### Cell classes on the final placement, run 1

Scale: 4 px per um. Fill, decap, tap and diode cells in grey.
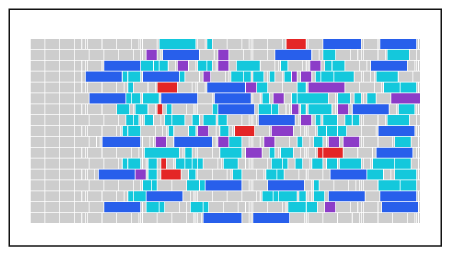
### Cell sizes after repair, run 1

Scale: 4 px per um.
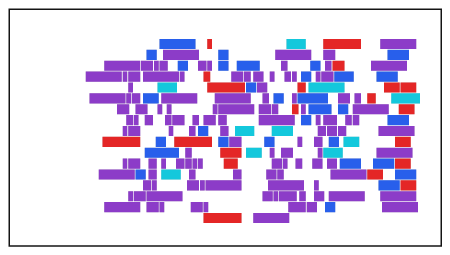
### Gate families picked out, run 1

Scale: 4 px per um.
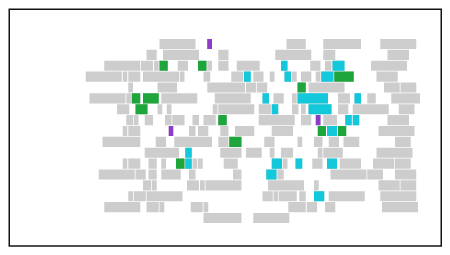
### src/rtl/uart_pkg.sv
// Shared types and legality limits for the parameterised UART transmitter.
// The PARITY state exists only when UART_TX_PARITY_EN is defined.
package uart_pkg;

  localparam int unsigned UART_MIN_DATA_BITS    = 5;
  localparam int unsigned UART_MAX_DATA_BITS    = 9;
  localparam int unsigned UART_MIN_STOP_BITS    = 1;
  localparam int unsigned UART_MAX_STOP_BITS    = 2;
  localparam int unsigned UART_MIN_CLKS_PER_BIT = 2;

  typedef enum logic [2:0] {
    ST_IDLE   = 3'd0,
    ST_START  = 3'd1,
    ST_DATA   = 3'd2,
`ifdef UART_TX_PARITY_EN
    ST_PARITY = 3'd3,
`endif
    ST_STOP   = 3'd4
  } uart_tx_state_t;

  function automatic bit uart_data_bits_ok(input int unsigned n);
    return (n >= UART_MIN_DATA_BITS) && (n <= UART_MAX_DATA_BITS);
  endfunction

  function automatic bit uart_stop_bits_ok(input int unsigned n);
    return (n >= UART_MIN_STOP_BITS) && (n <= UART_MAX_STOP_BITS);
  endfunction

endpackage

### src/rtl/uart_baud_cnt.sv
// Bit-period counter: counts 0..CLKS_PER_BIT-1 while clear is low and pulses
// bit_end on the final count, then wraps to zero.
module uart_baud_cnt #(
  parameter int unsigned CLKS_PER_BIT = 4
) (
  input  logic clk,
  input  logic rst_n,
  input  logic clear,
  output logic bit_end
);

  localparam int unsigned CNT_W = (CLKS_PER_BIT > 1) ? $clog2(CLKS_PER_BIT) : 1;
  localparam logic [CNT_W-1:0] LAST = CNT_W'(CLKS_PER_BIT - 1);

  logic [CNT_W-1:0] count;

  assign bit_end = !clear && (count == LAST);

  always_ff @(posedge clk or negedge rst_n) begin
    if (!rst_n) begin
      count <= '0;
    end else if (clear || (count == LAST)) begin
      count <= '0;
    end else begin
      count <= count + 1'b1;
    end
  end

endmodule

### src/rtl/uart_tx_param.sv
// Parameterised UART transmitter (start, DATA_BITS LSB first, optional parity,
// STOP_BITS stop bits). Parity is compiled in with `define UART_TX_PARITY_EN.
//
// state     | meaning
// ----------|----------------------------------------------------------
// ST_IDLE   | line high, ready for a word; tx_done high on first cycle
// ST_START  | start bit (tx=0) for one bit period
// ST_DATA   | data bits, LSB first, one bit period each
// ST_PARITY | parity bit for one bit period (parity builds only)
// ST_STOP   | tx=1 for STOP_BITS bit periods
module uart_tx_param
  import uart_pkg::*;
#(
  parameter int unsigned CLOCK_FREQ = 100000000,
  parameter int unsigned BAUD_RATE  = 9600,
  parameter int unsigned DATA_BITS  = 8,
  parameter int unsigned STOP_BITS  = 1,
  parameter int unsigned PARITY_ODD = 0
) (
  input  logic                 clk,
  input  logic                 rst_n,
  input  logic [DATA_BITS-1:0] data_in,
  input  logic                 valid,
  output logic                 ready,
  output logic                 tx,
  output logic                 tx_busy,
  output logic                 tx_done
);

  localparam int unsigned CLKS_PER_BIT = CLOCK_FREQ / BAUD_RATE;
  localparam int unsigned IDX_W        = $clog2(DATA_BITS);
  localparam logic [IDX_W-1:0] LAST_IDX = IDX_W'(DATA_BITS - 1);
  localparam logic STOP_LAST = (STOP_BITS == 2);

  if (CLKS_PER_BIT < UART_MIN_CLKS_PER_BIT) begin : g_bad_clks
    $error("uart_tx_param: CLOCK_FREQ/BAUD_RATE must be at least 2");
  end
  if (!uart_data_bits_ok(DATA_BITS)) begin : g_bad_data
    $error("uart_tx_param: DATA_BITS must be 5..9");
  end
  if (!uart_stop_bits_ok(STOP_BITS)) begin : g_bad_stop
    $error("uart_tx_param: STOP_BITS must be 1..2");
  end
  if (PARITY_ODD > 1) begin : g_bad_parity
    $error("uart_tx_param: PARITY_ODD must be 0 or 1");
  end

  uart_tx_state_t       state_q, state_d;
  logic [DATA_BITS-1:0] shift_q, shift_d;
  logic [IDX_W-1:0]     idx_q, idx_d;
  logic                 stop_q, stop_d;
  logic                 tx_q, tx_d;
  logic                 done_q, done_d;
  logic                 bit_end;
`ifdef UART_TX_PARITY_EN
  logic                 parity_q, parity_d;
`endif

  // Counter is held at zero in IDLE so the start bit gets a full period.
  uart_baud_cnt #(
    .CLKS_PER_BIT(CLKS_PER_BIT)
  ) u_baud_cnt (
    .clk    (clk),
    .rst_n  (rst_n),
    .clear  (state_q == ST_IDLE),
    .bit_end(bit_end)
  );

  assign ready   = (state_q == ST_IDLE);
  assign tx_busy = ~ready;
  assign tx      = tx_q;
  assign tx_done = done_q;

  always_comb begin
    state_d  = state_q;
    shift_d  = shift_q;
    idx_d    = idx_q;
    stop_d   = stop_q;
    tx_d     = tx_q;
    done_d   = 1'b0;
`ifdef UART_TX_PARITY_EN
    parity_d = parity_q;
`endif
    unique case (state_q)
      ST_IDLE: begin
        tx_d = 1'b1;
        if (valid) begin
          shift_d  = data_in;
          idx_d    = '0;
          stop_d   = 1'b0;
          tx_d     = 1'b0;
`ifdef UART_TX_PARITY_EN
          parity_d = (^data_in) ^ PARITY_ODD[0];
`endif
          state_d  = ST_START;
        end
      end
      ST_START: begin
        if (bit_end) begin
          tx_d    = shift_q[0];
          shift_d = shift_q >> 1;
          state_d = ST_DATA;
        end
      end
      ST_DATA: begin
        if (bit_end) begin
          if (idx_q == LAST_IDX) begin
`ifdef UART_TX_PARITY_EN
            tx_d    = parity_q;
            state_d = ST_PARITY;
`else
            tx_d    = 1'b1;
            state_d = ST_STOP;
`endif
          end else begin
            tx_d    = shift_q[0];
            shift_d = shift_q >> 1;
            idx_d   = idx_q + 1'b1;
          end
        end
      end
`ifdef UART_TX_PARITY_EN
      ST_PARITY: begin
        if (bit_end) begin
          tx_d    = 1'b1;
          state_d = ST_STOP;
        end
      end
`endif
      ST_STOP: begin
        if (bit_end) begin
          if (stop_q == STOP_LAST) begin
            stop_d  = 1'b0;
            done_d  = 1'b1;
            state_d = ST_IDLE;
          end else begin
            stop_d = 1'b1;
          end
        end
      end
      default: begin
        tx_d    = 1'b1;
        state_d = ST_IDLE;
      end
    endcase
  end

  always_ff @(posedge clk or negedge rst_n) begin
    if (!rst_n) begin
      state_q  <= ST_IDLE;
      shift_q  <= '0;
      idx_q    <= '0;
      stop_q   <= 1'b0;
      tx_q     <= 1'b1;
      done_q   <= 1'b0;
`ifdef UART_TX_PARITY_EN
      parity_q <= 1'b0;
`endif
    end else begin
      state_q  <= state_d;
      shift_q  <= shift_d;
      idx_q    <= idx_d;
      stop_q   <= stop_d;
      tx_q     <= tx_d;
      done_q   <= done_d;
`ifdef UART_TX_PARITY_EN
      parity_q <= parity_d;
`endif
    end
  end

endmodule
### config.mk
export PLATFORM = sky130hd
export DESIGN_NAME = uart_tx_param
export DESIGN_NICKNAME = d
export VERILOG_FILES = /design/src/rtl/uart_pkg.sv /design/src/rtl/uart_baud_cnt.sv /design/src/rtl/uart_tx_param.sv
export SDC_FILE = /design/constraint.sdc
export NUM_CORES = 1
export LEC_CHECK = 0
export ABC_CLOCK_PERIOD_IN_PS = 1880
export CELL_PAD_IN_SITES_DETAIL_PLACEMENT = 0
export CELL_PAD_IN_SITES_GLOBAL_PLACEMENT = 1
export CORE_ASPECT_RATIO = 0.5
export CORE_MARGIN = 5
export CORE_UTILIZATION = 35
export CTS_CLUSTER_SIZE = 25
export DETAILED_ROUTE_END_ITERATION = 12
export DONT_BUFFER_PORTS = 1
export GPL_TIMING_DRIVEN = 0
export PLACE_DENSITY = 0.63
export SYNTH_ARGS = -nofsm -noshare
export SYNTH_HDL_FRONTEND = slang
export SYNTH_SLANG_ARGS = --single-unit
### constraint.sdc
create_clock -name clk -period 1.88 [get_ports clk]
set_input_delay 0.564 -clock clk [delete_from_list [all_inputs] [get_ports clk]]
set_output_delay 0.564 -clock clk [all_outputs]
set_load 0.02 [all_outputs]
==> summary.txt, run 1 <==
This note records the results obtained with Yosys and OpenROAD.

Setup path
The worst register-to-register path has a depth of 7. On the worst path, the slowest cell contributes a delay of 0.40 ns. The cell with the largest stage delay on the worst path is dfrtp_1. The library cell appearing most often on the critical path is buf_6.

The type of origin of the critical path is a flop. The endpoint of the most critical register-to-register path is shift_q[2]. Data arrives at the worst endpoint at 2.13 ns.

The number of buffers and inverters on the critical path is 2. The worst register-to-register path begins at u_baud_cnt.count[8].

Status
The final reports fail on negative setup slack. The run finished, with violations left.

Layout
The finished design was reported to have a net count of 197. In the final layout, the share of cells above drive strength 1 is 0.3315. The clock-cell share of area is 0.03862. The most common logic cells in the final layout are dfrtp_1 (25), buf_4 (17), nor2_1 (17), nand2_1 (10).

The multi-input logic cell count is 118. Counting the inverters off the clock network in the layout gives 3. The final-layout clock buffer total is 8.

Synthesis
The cell count in the Yosys report is 161. The number of different library cells in the post-synthesis netlist is 37. The instance count of the mapped netlist is 161. After synthesis, the chip area reported by Yosys is 1668 sq um. Looking at the cell usage after synthesis, the top flip-flop cell is dfrtp_1. The biggest area contributor in the post-synthesis netlist is dfrtp_1. For this run, the register share of the synthesized area comes to 0.4509. The share of cell area taken by muxes after synthesis is 0.1163. The post-synthesis net count is 175.

Placed design
Prior to clock tree synthesis, the placed netlist has a worst setup slack of -0.3631 ns. Port buffering added 0 buffers. The cell total after placement is 227. The instance area at placement is 1760 sq um.

Timing
The actual slew at the worst max-slew pin is 0.3902 ns. The sum of negative setup slack is -0.5750 ns. The count of endpoints failing setup in the final report is 8. Max-slew check failures listed in the final report amount to 0. The maximum frequency from static timing analysis is 508.8 MHz. The post-route worst setup slack is -0.08541 ns.

The time the final worst path needs with I/O delays and setup is 1.965 ns. On the final layout, the worst hold slack is 0.09482 ns. The worst slew margin relative to its limit is 0.7399. The clock arrives with 0.008340 ns of skew.

Drt
Once detail routing completed, the nets flagged for antenna violations numbered 0. For this block, the via count after detailed routing is 1239. For this sky-water flow run, the detailed-routed wirelength per cell is reported as 14.35 um. Per the detail_route report, vias per standard cell equal 4.956. The wire length recorded after detailed routing is 3588 um.

Job
The stage logs contain a warning count of 29. Across the run, the number of max-cap violations was 0.

Power and ir drop
The maximum VDD drop is 0.2550 mV. The post-route total power is 1724 uW. The areal power density over the cells is 831.6 nW/um^2. The leakage power of the design is 0.0008770 uW.

Global route
Global routing finished with a remaining overflow of 0. Summed over all routing layers, the global router reports a total usage of 0.1241. The pin count of the biggest net entering global routing is 30.

Clock network
The tree is rooted in a clkbuf_8. The deepest clock path buffer count is 2. The H-tree generated during clock tree synthesis spans 2 levels.

The total setup buffers inserted after CTS is 8. The number of buffers inserted by hold repair at cts is 1.

Floorplan
Per the OpenROAD floorplan log, the width of the die is 107.6 um. The effective utilization at floorplan is 0.3699. 15 I/O pins were placed. Measured along the y axis, the die boundary spans 58.81 um.
-- 'Cell classes on the final placement' (at the start) --
| colour | class | cells | share of their area |
|---|---|---|---|
| purple | other buffers and delay cells | 25 | 11% |
| blue | flip-flops | 30 | 38% |
| cyan | all other logic | 121 | 47% |
| red | clock drivers and dummy loads | 8 | 4.0% |
utilization after layout: 0.4598
cell area after layout: 2073 sq um
std cell rows: 17
floorplan core area: 4509 sq um

-- 'Cell sizes after repair' (at the start) --
| colour | size | cells | share | most used |
|---|---|---|---|---|
| blue | drive 3 to 4 | 31 | 17% | buf_4 |
| red | drive 2 | 20 | 11% | mux2_2 |
| purple | drive 1 or less | 123 | 67% | dfrtp_1 |
| cyan | drive 6 and up | 10 | 5.4% | clkbuf_8 |
final setup margin: -0.08541 ns
Non-CTS buffers: 25

-- 'Gate families picked out' (at the start) --
| colour | family | cells | most used |
|---|---|---|---|
| cyan | inverting AOI/OAI gates | 20 | o21ai_0 |
| green | AND and OR gates | 12 | and2_1 |
| purple | inverters | 3 | inv_1 |
Cell Count, Final, Fillers Out: 250
dominant logic cell type in the layout: dfrtp_1
Comb/total area: 0.4430

[run 1: synthesized netlist by cell type, types with 2 or more instances]
cell / instances
buf_2: 3
nor4b_1: 3
nand3_1: 4
nor2_1: 18
nand3b_1: 4
dfrtp_1: 29
o21ai_0: 6
nand4_1: 6
mux2_4: 7
nand2_1: 10
clkbuf_1: 4
xor2_1: 7
and2_1: 3
a21oi_1: 7
inv_1: 3
buf_6: 2
and3_1: 2
mux2_2: 7
nand4b_1: 2
and4_1: 3
nor3_1: 6
ha_1: 3
o211ai_1: 4
xnor2_1: 5
[run 1: worst max path at each step]
stage / startpoint / endpoint / slack [ns] / depth (start not counted)
2_1_floorplan: u_baud_cnt.count[0] / shift_q[0] / -0.01 / 8
3_3_place_gp: state_q[0] / u_baud_cnt.count[4] / -0.37 / 6
3_5_place_dp: state_q[0] / u_baud_cnt.count[5] / -0.36 / 6
4_1_cts: u_baud_cnt.count[10] / shift_q[2] / -0.11 / 7
5_1_grt: u_baud_cnt.count[10] / shift_q[1] / -0.21 / 6
6_report: u_baud_cnt.count[8] / shift_q[2] / -0.09 / 7
[run 1: per-layer routing]
metal / track usage / share of wire / up-vias
li1: - / - / 615
met1: 0.1490 / 0.49 / 599
met2: 0.2058 / 0.45 / 17
met3: 0.04491 / 0.040 / 8
met4: 0.04856 / 0.020 / 0
met5: 0 / 0 / -
[run 1: flip-flops by register name (all words and copies together), names as in the netlist]
register          cells
idx_q                 3
u_baud_cnt.count     14
state_q               3
tx_done               1
shift_q               8
tx                    1
[run 1: power by group]
part,internal (uW),total (uW),switching [uW]
sequential,766,904,138
combinational,190,318,128
clock,263,502,240
==> inputs of run 2 (changes only) <==
HOLD_SLACK_MARGIN = 0.12   (was not set)
==> run 2 against run 1 <==
  * The flow still finishes with violations (negative setup slack)
  * Clock power is essentially flat
  * Critical endpoint unchanged
  * Flip-flop count unchanged
  * Largest cell class unchanged
  * Register-to-register slack about the same
  * Setup slack worse by 0.00097 ns
  * Via count is 2.4% higher
  * Non-clock buffer count rose by 1
  * Hold slack improved by 0.34 ns
  * Critical path type unchanged
  * Final cell count grew 0.40%
  * Utilization increased by 0.22 points
  * Critical path depth is the same
  * Largest power group unchanged
==> summary.txt, run 2 <==
This note records the results obtained with Yosys and OpenROAD.

Power and ir drop
The relative contribution of the clock network to total power is 0.291. The internal power consumption is 1219 uW. The proportion of power drawn by combinational gates is 0.186. The switching portion of total power comes to 0.2949. The power report puts the leakage power at 0.0008812 uW.

The areal power density over the cells is 829.9 nW/um^2. The total net switching power is 509.9 uW.

Timing
The clock arrives with 0.008647 ns of skew. Across all setup checks in the final design, the least slack found is -0.08638 ns. The final max-slew violation count is 0. The slew check shows that the tightest pin keeps a relative margin of 0.7553. Final hold analysis gives a worst-case slack of 0.4315 ns. The maximum frequency from static timing analysis is 508.6 MHz. The count of endpoints failing setup in the final report is 8.

For the pin with the worst max-slew slack, the measured transition is 0.3578 ns.

Floorplan
The placeable core region is 4509 sq um. For this configuration, the core starts out at a cell density of 0.3699. The number of I/O pins is 15.

Global route
The global routing report lists combined usage of all routing layers as 0.1250. The met3 global-route usage is 0.04491. In the global route stage, met1 resource usage came out at 0.1476. Entering global routing, the biggest net connects 31 pins.

Global routing finished with a remaining overflow of 0.

Setup path
The library cell appearing most often on the critical path is buf_6. The number of buffers and inverters on the critical path is 2. The type of origin of the critical path is a flop.

Counting buffers and inverters, the worst setup path is 7 cells deep. Logic depth along the worst register-to-register path is recorded as 7. The cell with the largest stage delay on the worst path is dfrtp_1.

Status
The final reports fail on negative setup slack. The run finished, with violations left.

Drt
Per the detail_route report, routed wire per instance is 14.51 um. The sum of met2 wire segment lengths after detailed routing is 1671 um. The uppermost layer routed is met4. Per the detailed-route log, wirelength across all metal layers totals 3641 um.

Clock network
The deepest clock path buffer count is 2.

Layout
Per the cell usage report, the commonest logic cell in the layout is dfrtp_1. The utilization of the core after routing is 0.4620. In the layout the commonest cells are dfrtp_1 (25), buf_4 (17), nor2_1 (17), nand2_1 (10). The net count of the finished layout is 198. The register with the most flip-flops in the layout has 14 of them. Of the cells placed in the final design, the portion with a size suffix greater than 1 is 0.3297.

Placed design
During placement, the flow inserted port buffers numbering 0. The worst slack at placement is -0.3631 ns. Once placement finished, the instance area stood at 1760 sq um.

Synthesis
The instance count of the mapped netlist is 161. The main flop type is dfrtp_1. The synth_stat.txt file lists the number of cells as 161. The chip area estimate from yosys synthesis is 1668 sq um.

Sorting the synthesis cell report by count puts at the top dfrtp_1. Of the synthesized area, sequential elements account for 0.4509. The post-synthesis net count is 175.

Ranked by instance count, the synthesized netlist is headed by dfrtp_1 (29), nor2_1 (18), nand2_1 (10).

Job
The number of warnings reported in the stage logs is 29.
[run 2: cell count changes in the layout (fill, tap and decap cells not counted), sizes merged]
cell | previous run | this run
dlygate4sd3 | 0 | 1
[run 2: path summary, 6_finish.rpt]
kind | from | endpoint | slack, ns
min reg2reg | shift_q[6] | shift_q[6] | 0.51
max reg2reg | u_baud_cnt.count[8] | shift_q[2] | -0.09
max | u_baud_cnt.count[8] | shift_q[2] | -0.09
min | data_in[7] | shift_q[7] | 0.43
min in group asynchronous | rst_n | shift_q[7] | 0.73
max in group asynchronous | rst_n | tx | 0.92
[run 2: power by group through the flow]
stage | combinational, uW | clock (uW) | sequential [uW]
after global placement | 326 | 0 | 850
after floorplan | 284 | 0 | 832
final | 321 | 503 | 906
after CTS | 385 | 514 | 845
after detailed placement | 329 | 0 | 851
after global routing | 377 | 549 | 927
[run 2: repair_timing]
| action | 4_1_cts | 5_1_grt |
|---|---|---|
| hold endpoints to repair | 30 | 0 |
| pin swaps | 7 | 10 |
| setup buffers | 8 | 7 |
| hold buffers | 2 | 0 |
| setup endpoints to repair | 20 | 20 |
| gates resized | 16 | 9 |
| cloned | 0 | 1 |
[run 2: final cells by class]
cell class,count,area share
plain buffers,8,0.03183
clock buffers,8,0.03844
inverters,3,0.005405
multi-input cells,118,0.4408
flip-flops and latches,30,0.3634
well taps,66,0.03964
repair buffers,18,0.08048
[run 2: cells by family after synthesis]
| kind of cell | Yosys count | share of synthesized area |
|---|---|---|
| simple gates | 67 | 0.2296 |
| compound gates | 21 | 0.07502 |
| fa+ha+maj | 3 | 0.02251 |
| buf+inv | 13 | 0.04276 |
| flops | 30 | 0.4509 |
| xor+xnor | 12 | 0.06302 |
| mux | 15 | 0.1163 |
### Cell sizes after repair, run 2

Scale: 4 px per um.
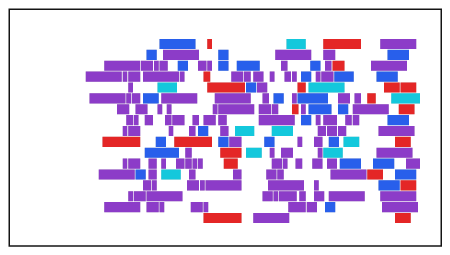
| colour | size | cells | share | most used |
|---|---|---|---|---|
| red | drive 2 | 20 | 11% | mux2_2 |
| cyan | drive 6 and up | 10 | 5.4% | clkbuf_8 |
| blue | drive 3 to 4 | 31 | 17% | buf_4 |
| purple | drive 1 or less | 124 | 67% | dfrtp_1 |
cell area after layout: 2083 sq um
synth-to-layout area growth: 24.91%
Non-CTS buffers: 26

### Gate families picked out, run 2

Scale: 4 px per um.
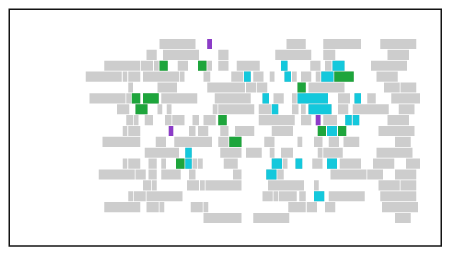
| colour | family | cells | most used |
|---|---|---|---|
| purple | inverters | 3 | inv_1 |
| cyan | inverting AOI/OAI gates | 20 | o21ai_0 |
| green | AND and OR gates | 12 | and2_1 |
Cell Count, Final, Fillers Out: 251
Comb/total area: 0.4408

Power and IR drop assume default switching activity.
